Figure 1. A small window of the routed layout (run 1).
Region (31, 31) to (56, 56) um. Cells in gray, sequential cells in the stronger gray; small squares are vias.
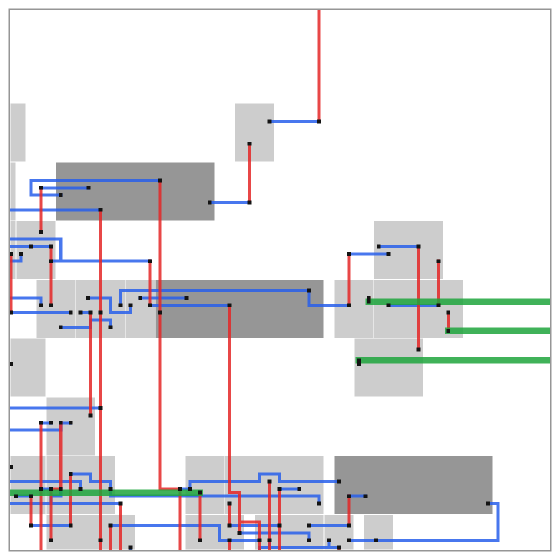
Figure 2. Logic cells by family (run 1).
Scale: 4 px per um.
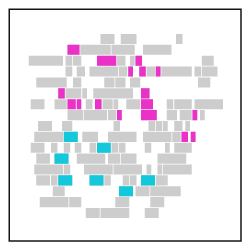
Figure 3. Where the registers sit (run 1).
Scale: 8 px per um. Other sequential cells in the stronger gray, the rest of the logic in the fainter gray.
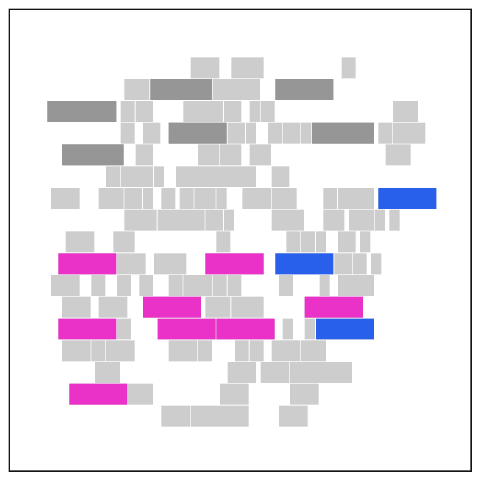
$ cat config.mk
export PLATFORM = sky130hd
export DESIGN_NAME = ook_modulator
export DESIGN_NICKNAME = d
export VERILOG_FILES = /design/src/rtl/mod_pkg.sv /design/src/rtl/rise_detect.sv /design/src/rtl/ook_modulator.sv
export SDC_FILE = /design/constraint.sdc
export NUM_CORES = 1
export LEC_CHECK = 0
export CAP_MARGIN = 10
export CELL_PAD_IN_SITES_DETAIL_PLACEMENT = 0
export CELL_PAD_IN_SITES_GLOBAL_PLACEMENT = 1
export CORE_MARGIN = 4
export CORE_UTILIZATION = 35
export CTS_BUF_LIST = sky130_fd_sc_hd__clkbuf_4 sky130_fd_sc_hd__clkbuf_8
export DETAILED_ROUTE_END_ITERATION = 8
export GPL_TIMING_DRIVEN = 0
export PLACE_DENSITY_LB_ADDON = 0.3
export RECOVER_POWER = 100
export SLEW_MARGIN = 20
export SYNTH_ARGS = -nofsm -noshare
export SYNTH_HDL_FRONTEND = slang
export SYNTH_SLANG_ARGS = --single-unit
$ cat constraint.sdc
create_clock -name clk -period 1.42 [get_ports clk]
set_input_delay 0.426 -clock clk [delete_from_list [all_inputs] [get_ports clk]]
set_output_delay 0.426 -clock clk [all_outputs]
set_load 0.05 [all_outputs]
$ cat src/rtl/mod_pkg.sv
// Shared types and constants for the on-off-keying modulator and its consumers.
package mod_pkg;

  typedef enum logic [2:0] {
    IDLE,
    WAIT,
    START,
    DATA,
    STOP
  } state_t;

  localparam logic START_SYM  = 1'b1;
  localparam logic STOP_SYM   = 1'b0;

  // clk cycles per clk_m period as produced by the clock generator
  localparam int   SYM_PERIOD = 12500;

endpackage

$ cat src/rtl/rise_detect.sv
// Single-cycle pulse on each rising edge of a signal that is already synchronous to clk.
module rise_detect (
  input  logic clk,
  input  logic rst_n,
  input  logic in,
  output logic pulse
);

  logic in_d;

  always_ff @(posedge clk) begin
    if (!rst_n) begin
      in_d <= 1'b0;
    end else begin
      in_d <= in;
    end
  end

  assign pulse = in & ~in_d;

endmodule

$ cat src/rtl/ook_modulator.sv
// OOK modulator: serialises one word per frame (start, DATA_W bits MSB first, stop)
// at the clk_m symbol rate and gates the carrier with the registered symbol.
module ook_modulator
  import mod_pkg::*;
#(
  parameter int DATA_W = 8
) (
  input  logic              clk,
  input  logic              rst_n,
  input  logic              clk_m,
  input  logic              carrier,
  input  logic [DATA_W-1:0] tx_data,
  input  logic              tx_valid,
  output logic              tx_ready,
  output logic              busy,
  output logic              bit_out,
  output logic              mod_out,
  output logic              tx_done
);

  localparam int                CNT_W    = (DATA_W > 1) ? $clog2(DATA_W) : 1;
  localparam logic [CNT_W-1:0]  CNT_LAST = CNT_W'(DATA_W - 1);

  state_t              state;
  logic [DATA_W-1:0]   shreg;
  logic [CNT_W-1:0]    bit_cnt;
  logic                sym_tick;

  rise_detect u_sym_tick (
    .clk   (clk),
    .rst_n (rst_n),
    .in    (clk_m),
    .pulse (sym_tick)
  );

  always_ff @(posedge clk) begin
    if (!rst_n) begin
      state   <= IDLE;
      shreg   <= '0;
      bit_cnt <= '0;
      bit_out <= STOP_SYM;
      tx_done <= 1'b0;
    end else begin
      tx_done <= 1'b0;
      unique case (state)
        // a tick coinciding with acceptance is deliberately not acted on here
        IDLE: begin
          if (tx_valid) begin
            shreg <= tx_data;
            state <= WAIT;
          end
        end
        WAIT: begin
          if (sym_tick) begin
            bit_out <= START_SYM;
            state   <= START;
          end
        end
        START: begin
          if (sym_tick) begin
            bit_out <= shreg[DATA_W-1];
            shreg   <= shreg << 1;
            bit_cnt <= CNT_LAST;
            state   <= DATA;
          end
        end
        DATA: begin
          if (sym_tick) begin
            if (bit_cnt == '0) begin
              bit_out <= STOP_SYM;
              state   <= STOP;
            end else begin
              bit_out <= shreg[DATA_W-1];
              shreg   <= shreg << 1;
              bit_cnt <= bit_cnt - 1'b1;
            end
          end
        end
        STOP: begin
          if (sym_tick) begin
            tx_done <= 1'b1;
            state   <= IDLE;
          end
        end
        default: state <= IDLE;
      endcase
    end
  end

  assign tx_ready = (state == IDLE);
  assign busy     = ~tx_ready;
  assign mod_out  = carrier & bit_out;

endmodule

==> out/metrics.csv, run 1 <==
stage,metric,value,unit
synth,yosysChipArea,859.6,um^2
hold_path,holdCritStartpoint,shreg[0],
run_status,status,finished with violations,
route,dr.pass1.iters,6,
sta,hold_violations,0,
setup_path,crit_buf_inv,2,
synth,synth_top_area_share,39.59,%
global_route,gr-usage-all-layers,11.79,%
placement,gp_congestion,0.7187,
flow_run,drv_cap,0,
sta,finClkSkew,7.843,ps
clocking,clock_latency,300,ps
layout,post-route-util,51.84,%
route,wl_per_cell,12.09,um
sta,fmax,575.9,MHz
global_route,antenna_found_initial,0,
synth,async_reset_ff_share,0,%
synth,yosysSeqAreaShare,39.59,%
synth,synthMostInstantiatedCell,dfxtp_1,
synth,yosysUniqueCellTypes,32,
layout,comb_area,501.7,um^2
route,via_per_inst,5.000,
flow_run,openroad.warnings,30,
layout,nets,135,
sta,rsz0062_at_grt,yes,
run_status,violations,setup timing,
clocking,cts_inserted_buffers,3,
setup_path,worstPathMaxFanout,8,
clocking,tritoncts,done,
sta,setup_viol,11,
sta,worst_pin_slew,411.1,ps
placement,dpl.hpwl,1.297,mm
route,drc,0,
clocking,path_clk_slew,110,ps
setup_path,cp-end-kind,primary output,
sta,finalWorstSetupSlack,-316.3,ps
-- Figure 1 (at the start) --
[metal 1] blue
[metal 2] red
[metal 3] green
sequential cells in the window: 3
cells with their middle in the window: 22

-- Figure 2 (at the start) --
[mux cells] cyan | cells: 7 | most used: mux2i_1
[nor cells] magenta | cells: 17 | most used: nor2_1

-- Figure 3 (at the start) --
[`bit_cnt`] blue | placed flops: 3
[`shreg`] magenta | placed flops: 8
not colored: 6

-- run 1: tightest hold or removal path, cell delays in order (launching register included) --
cell,delay [ps]
dfxtp_1,330
nand2_1,70
o21ai_2,50
-- run 1: repair_timing --
action,in CTS,in global routing
cloned,1,0
gates resized,41,11
buffers inserted,2,1
setup endpoints to repair,16,17
endpoints found under the hold margin,0,0
pin swaps,2,2
-- run 1: final cells by class --
cell class / instances / area share (%)
Clock inverter: 1 / 0.4242
Multi-Input combinational cell: 68 / 42.52
Buffer: 4 / 2.651
Clock buffer: 3 / 1.909
Tap cell: 28 / 2.969
Inverter: 5 / 2.651
Sequential cell: 17 / 29.48
Timing Repair Buffer: 21 / 17.39
-- run 1: logic make-up (layout without fill, tap and decap cells) --
logic type	Yosys count	after routing	share of synthesized area (%)
AND-OR/OR-AND	26	26	20.23
adder cells (fa/ha/maj)	2	2	2.911
buffers and inverters	10	34	6.547
flip-flops	17	17	39.59
multiplexers	7	7	8.152
AND/OR/NAND/NOR	33	33	22.56
-- run 1: per-layer routing --
metal / global-route usage (%) / wire length [um] / share of wire [%] / up-vias
met1: 15.49 / 847 / 48 / 329
met5: 0 / 0 / 0 / -
met2: 17.58 / 777 / 44 / 21
met3: 5.882 / 153 / 8.6 / 0
met4: 1.987 / 0 / 0 / 0
li1: - / - / - / 385
-- run 1: per-stage QoR --
stage          power, mW  std cells  setup WS [ps]  area [um^2]  hold slack [ps]
5_1_grt            1.160        147         -356.8         1180            486.1
4_1_cts            1.111        147         -379.5         1170            477.1
3_5_place_dp      0.8093        140         -800.7         1096            459.1
2_1_floorplan     0.7235         95         -142.3        890.9            438.8
3_3_place_gp      0.8060        140         -795.7         1096            449.8
6_report           1.098        147         -316.3         1180            473.2
-- run 1: cells in the final DEF (no fill, tap or decap), types with 3 or more instances in the layout --
cell type         n
dfxtp_1          13
clkdlybuf4s50_1  10
a21oi_1           8
mux2i_1           7
o21ai_0           7
nor2_1            6
buf_6             5
nor3_1            5
inv_1             4
nand2_1           4
dfxtp_2           3
clkbuf_4          3
buf_4             3
-- run 1: worst max-delay path by stage --
stage	from	to	slack, ps	cells past startpoint
6_report	state[1]	tx_ready	-320	3
2_1_floorplan	state[1]	shreg[3]	-140	7
5_1_grt	state[1]	tx_ready	-360	3
3_3_place_gp	carrier	mod_out	-800	3
3_5_place_dp	carrier	mod_out	-800	3
4_1_cts	state[2]	tx_ready	-380	4
-- run 1: registers in the layout, summed over array words and instances, names as in the netlist --
signal	count
bit_cnt	3
bit_out	1
shreg	8
state	3
tx_done	1
u_sym_tick.in_d	1
-- run 1: where the power goes --
group          internal [mW]  switching [mW]  total, mW
clock network          0.105           0.163      0.268
registers              0.512          0.0258      0.538
logic                  0.143           0.149      0.292
Figure 4. Met1 routing (run 1).
Scale: 4 px per um.
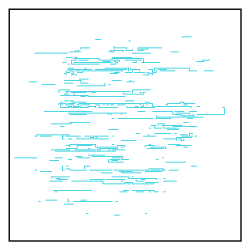

## Run 2: what changed since run 1
--- a/config.mk
+++ b/config.mk
@@ -12,7 +12,6 @@
 export CORE_UTILIZATION = 35
 export CTS_BUF_LIST = sky130_fd_sc_hd__clkbuf_4 sky130_fd_sc_hd__clkbuf_8
 export DETAILED_ROUTE_END_ITERATION = 8
-export GPL_TIMING_DRIVEN = 0
 export PLACE_DENSITY_LB_ADDON = 0.3
 export RECOVER_POWER = 100
 export SLEW_MARGIN = 20
Figure 5. Met1 routing (run 2).
Scale: 4 px per um.
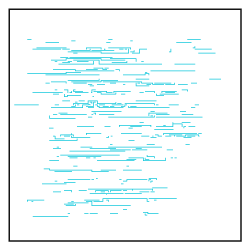
nets with wire on the layer: 135
main direction: horizontal
share of all routed wire: 44%
longest straight run: 16.1 um

Figure 6. Where the registers sit (run 2).
Scale: 8 px per um. Other sequential cells in the stronger gray, the rest of the logic in the fainter gray.
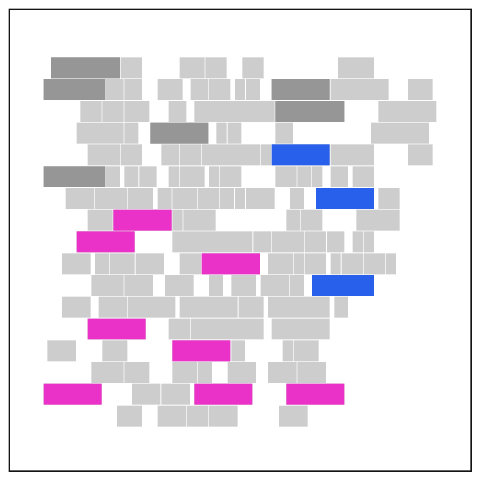
P_seq: 0.534 mW
register area: 351.6 um^2
final core occ: 63.33%
Seq area share: 24.39%

Figure 7. A small window of the routed layout (run 2).
Region (31, 31) to (56, 56) um. Cells in gray, sequential cells in the stronger gray; small squares are vias.
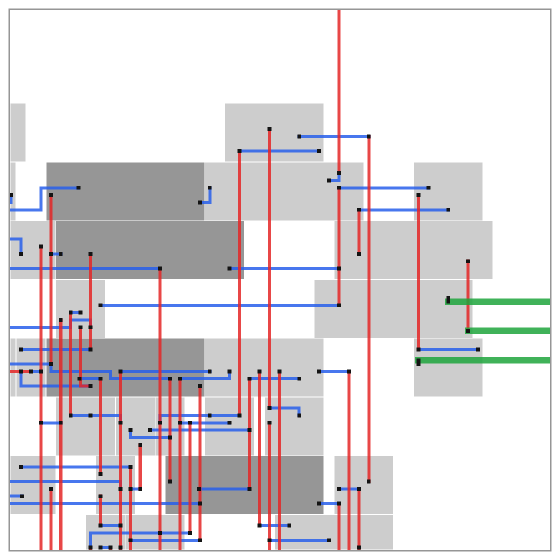

==> out/metrics.csv, run 2 <==
stage,metric,value,unit
run_status,status,finished with violations,
run_status,violations,setup timing,
placement,io_buffers,17,
floorplanning,die-area,3313,um^2
global_route,grt_max_degree,14,
setup_path,worstPathMaxFanout,2,
layout,largest_register,shreg,
sta,finClkSkew,2.120,ps
synth,yosysChipArea,859.6,um^2
sta,hold_slack,471.7,ps
synth,compound_area_share,20.23,%
sta,hold_violations,0,
power_and_ir_drop,leakagePower,0.6011,nW
synth,ys_sh_simple,22.56,%
placement,dpl.hpwl,1.451,mm
synth,yosysSeqAreaShare,39.59,%
synth,adder_share,2.911,%
synth,synth-xor-area-share,0,%
clocking,cts_sinks,17,
setup_path,cp_cell_sequence,or3_4 -> clkinv_8 -> buf_12,
route,dr.pass1.iters,4,
placement,dp_slack,-433.5,ps
global_route,antenna_found_initial,0,
power_and_ir_drop,design_power_total,1.223,mW
route,vias,796,
synth,muxShareOfSynthArea,8.151,%
synth,ff_type,dfxtp_1,
flow_run,drv_cap,0,
synth,yosys_cells,95,
synth,synthMostInstantiatedCell,dfxtp_1,
global_route,grt_pass1_wl,3.429,mm
global_route,gr-usage-all-layers,13.39,%
sta,fmax,602.3,MHz
sta,period_used_share,116.9,%
flow_run,openroad.warnings,30,
layout,diodes,0,
clocking,tritoncts,done,
layout,final_cell_mix,"buf_4 (17), dfxtp_1 (12), clkdlybuf4s50_1 (10), mux2i_1 (7)",
sta,finalWorstSetupSlack,-240.4,ps
route,via_per_inst,4.883,
sta,fin_setup_tns,-1472,ps
layout,syn_to_final_growth,67.69,%
setup_path,crit_arrival,1230,ps
sta,worst_pin_slew,377.8,ps
placement,gp_congestion,0.8136,
clocking,cts_inserted_buffers,3,
floorplanning,fp-utilization,37.77,%
sta,rsz0062_at_grt,yes,
synth,async_reset_ff_share,0,%
sta,setup_viol,10,
setup_path,crit_buf_inv,2,
layout,largest_reg_flops,8,
sta,period_minus_slack,1660,ps
route,wl_per_cell,12.87,um
synth,yosysUniqueCellTypes,32,
synth,topCellsByArea,"dfxtp_1 (40%), mux2i_1 (8.2%), a21oi_1 (5.2%), o21ai_0 (5.2%), o2bb2ai_4 (3.2%)",
synth,ys.flops,17,
clocking,path_clk_slew,100,ps
layout,nets,151,
sta,timing.final.max_slew_violations,0,
route,drtIter0Drc,6,
route,drc,0,
layout,reg_top3,"shreg (8), bit_cnt (3), state (3)",
clocking,clock_latency,290,ps
synth,synth_cells,95,
layout,lay_top_count,buf_4,
setup_path,cp-end-kind,primary output,
synth,top_logic_kind,simple AND/OR/NAND/NOR gates,
setup_path,cpLargestDelayFamily,simple AND/OR/NAND/NOR gates,
synth,synth_top_area_share,39.59,%
==> run 2: final timing paths <==
kind | start | endpoint | depth (start not counted)
max | state[1] | tx_ready | 3
min | shreg[0] | shreg[0] | 2
max reg2reg | state[1] | shreg[0] | 9
min reg2reg | shreg[0] | shreg[0] | 2
==> run 2: cell families (layout without fill, tap and decap cells) <==
group                    count (synthesis)  count (layout)
buffers and inverters                   10              50
AND/OR/NAND/NOR                         33              33
adder cells (fa/ha/maj)                  2               2
AND-OR/OR-AND                           26              26
multiplexers                             7               7
flip-flops                              17              17
==> run 2: power by group <==
group          switching (mW)  internal, mW
sequential             0.0233         0.511
combinational           0.187         0.220
clock                   0.153         0.128
==> run 2: worst reg2reg max path: cells and delay by family, from the launching register on <==
kind	cells	cell delay, ps
AOI/OAI and AO/OA	2	210
buffers and inverters	5	510
DFF	1	330
and+or+nand+nor	2	480
==> run 2: area by class of cell <==
class	instances	area (um^2)
Fill cell	173	834.6
Clock buffer	4	30.03
Multi-Input combinational cell	68	553.0
Timing Repair Buffer	41	440.4
Tap cell	28	35.03
Inverter	5	31.28
Sequential cell	17	351.6
==> run 2: what timing repair did <==
action | 4_1_cts | 5_1_grt
endpoints found under the setup margin | 16 | 14
gates resized | 19 | 22
buffers inserted | 4 | 2
pin swaps | 4 | 3
cloned | 1 | 0
==> run 2: per-layer routing <==
layer  part of all wire [%]  vias up  global-route usage [%]
met1                     44      366                   16.53
li1                       -      414                       -
met5                      0        -                       0
met3                    4.1        4                   2.941
met4                    1.8        0                   7.947
met2                     50       12                   21.13
==> run 2: metrics by stage <==
step / area (um^2) / cells
floorplan: 890.9 / 95
global placement: 1236 / 153
detailed placement: 1236 / 153
CTS: 1364 / 162
global route: 1441 / 163
finish: 1441 / 163
Power and IR drop assume default switching activity.
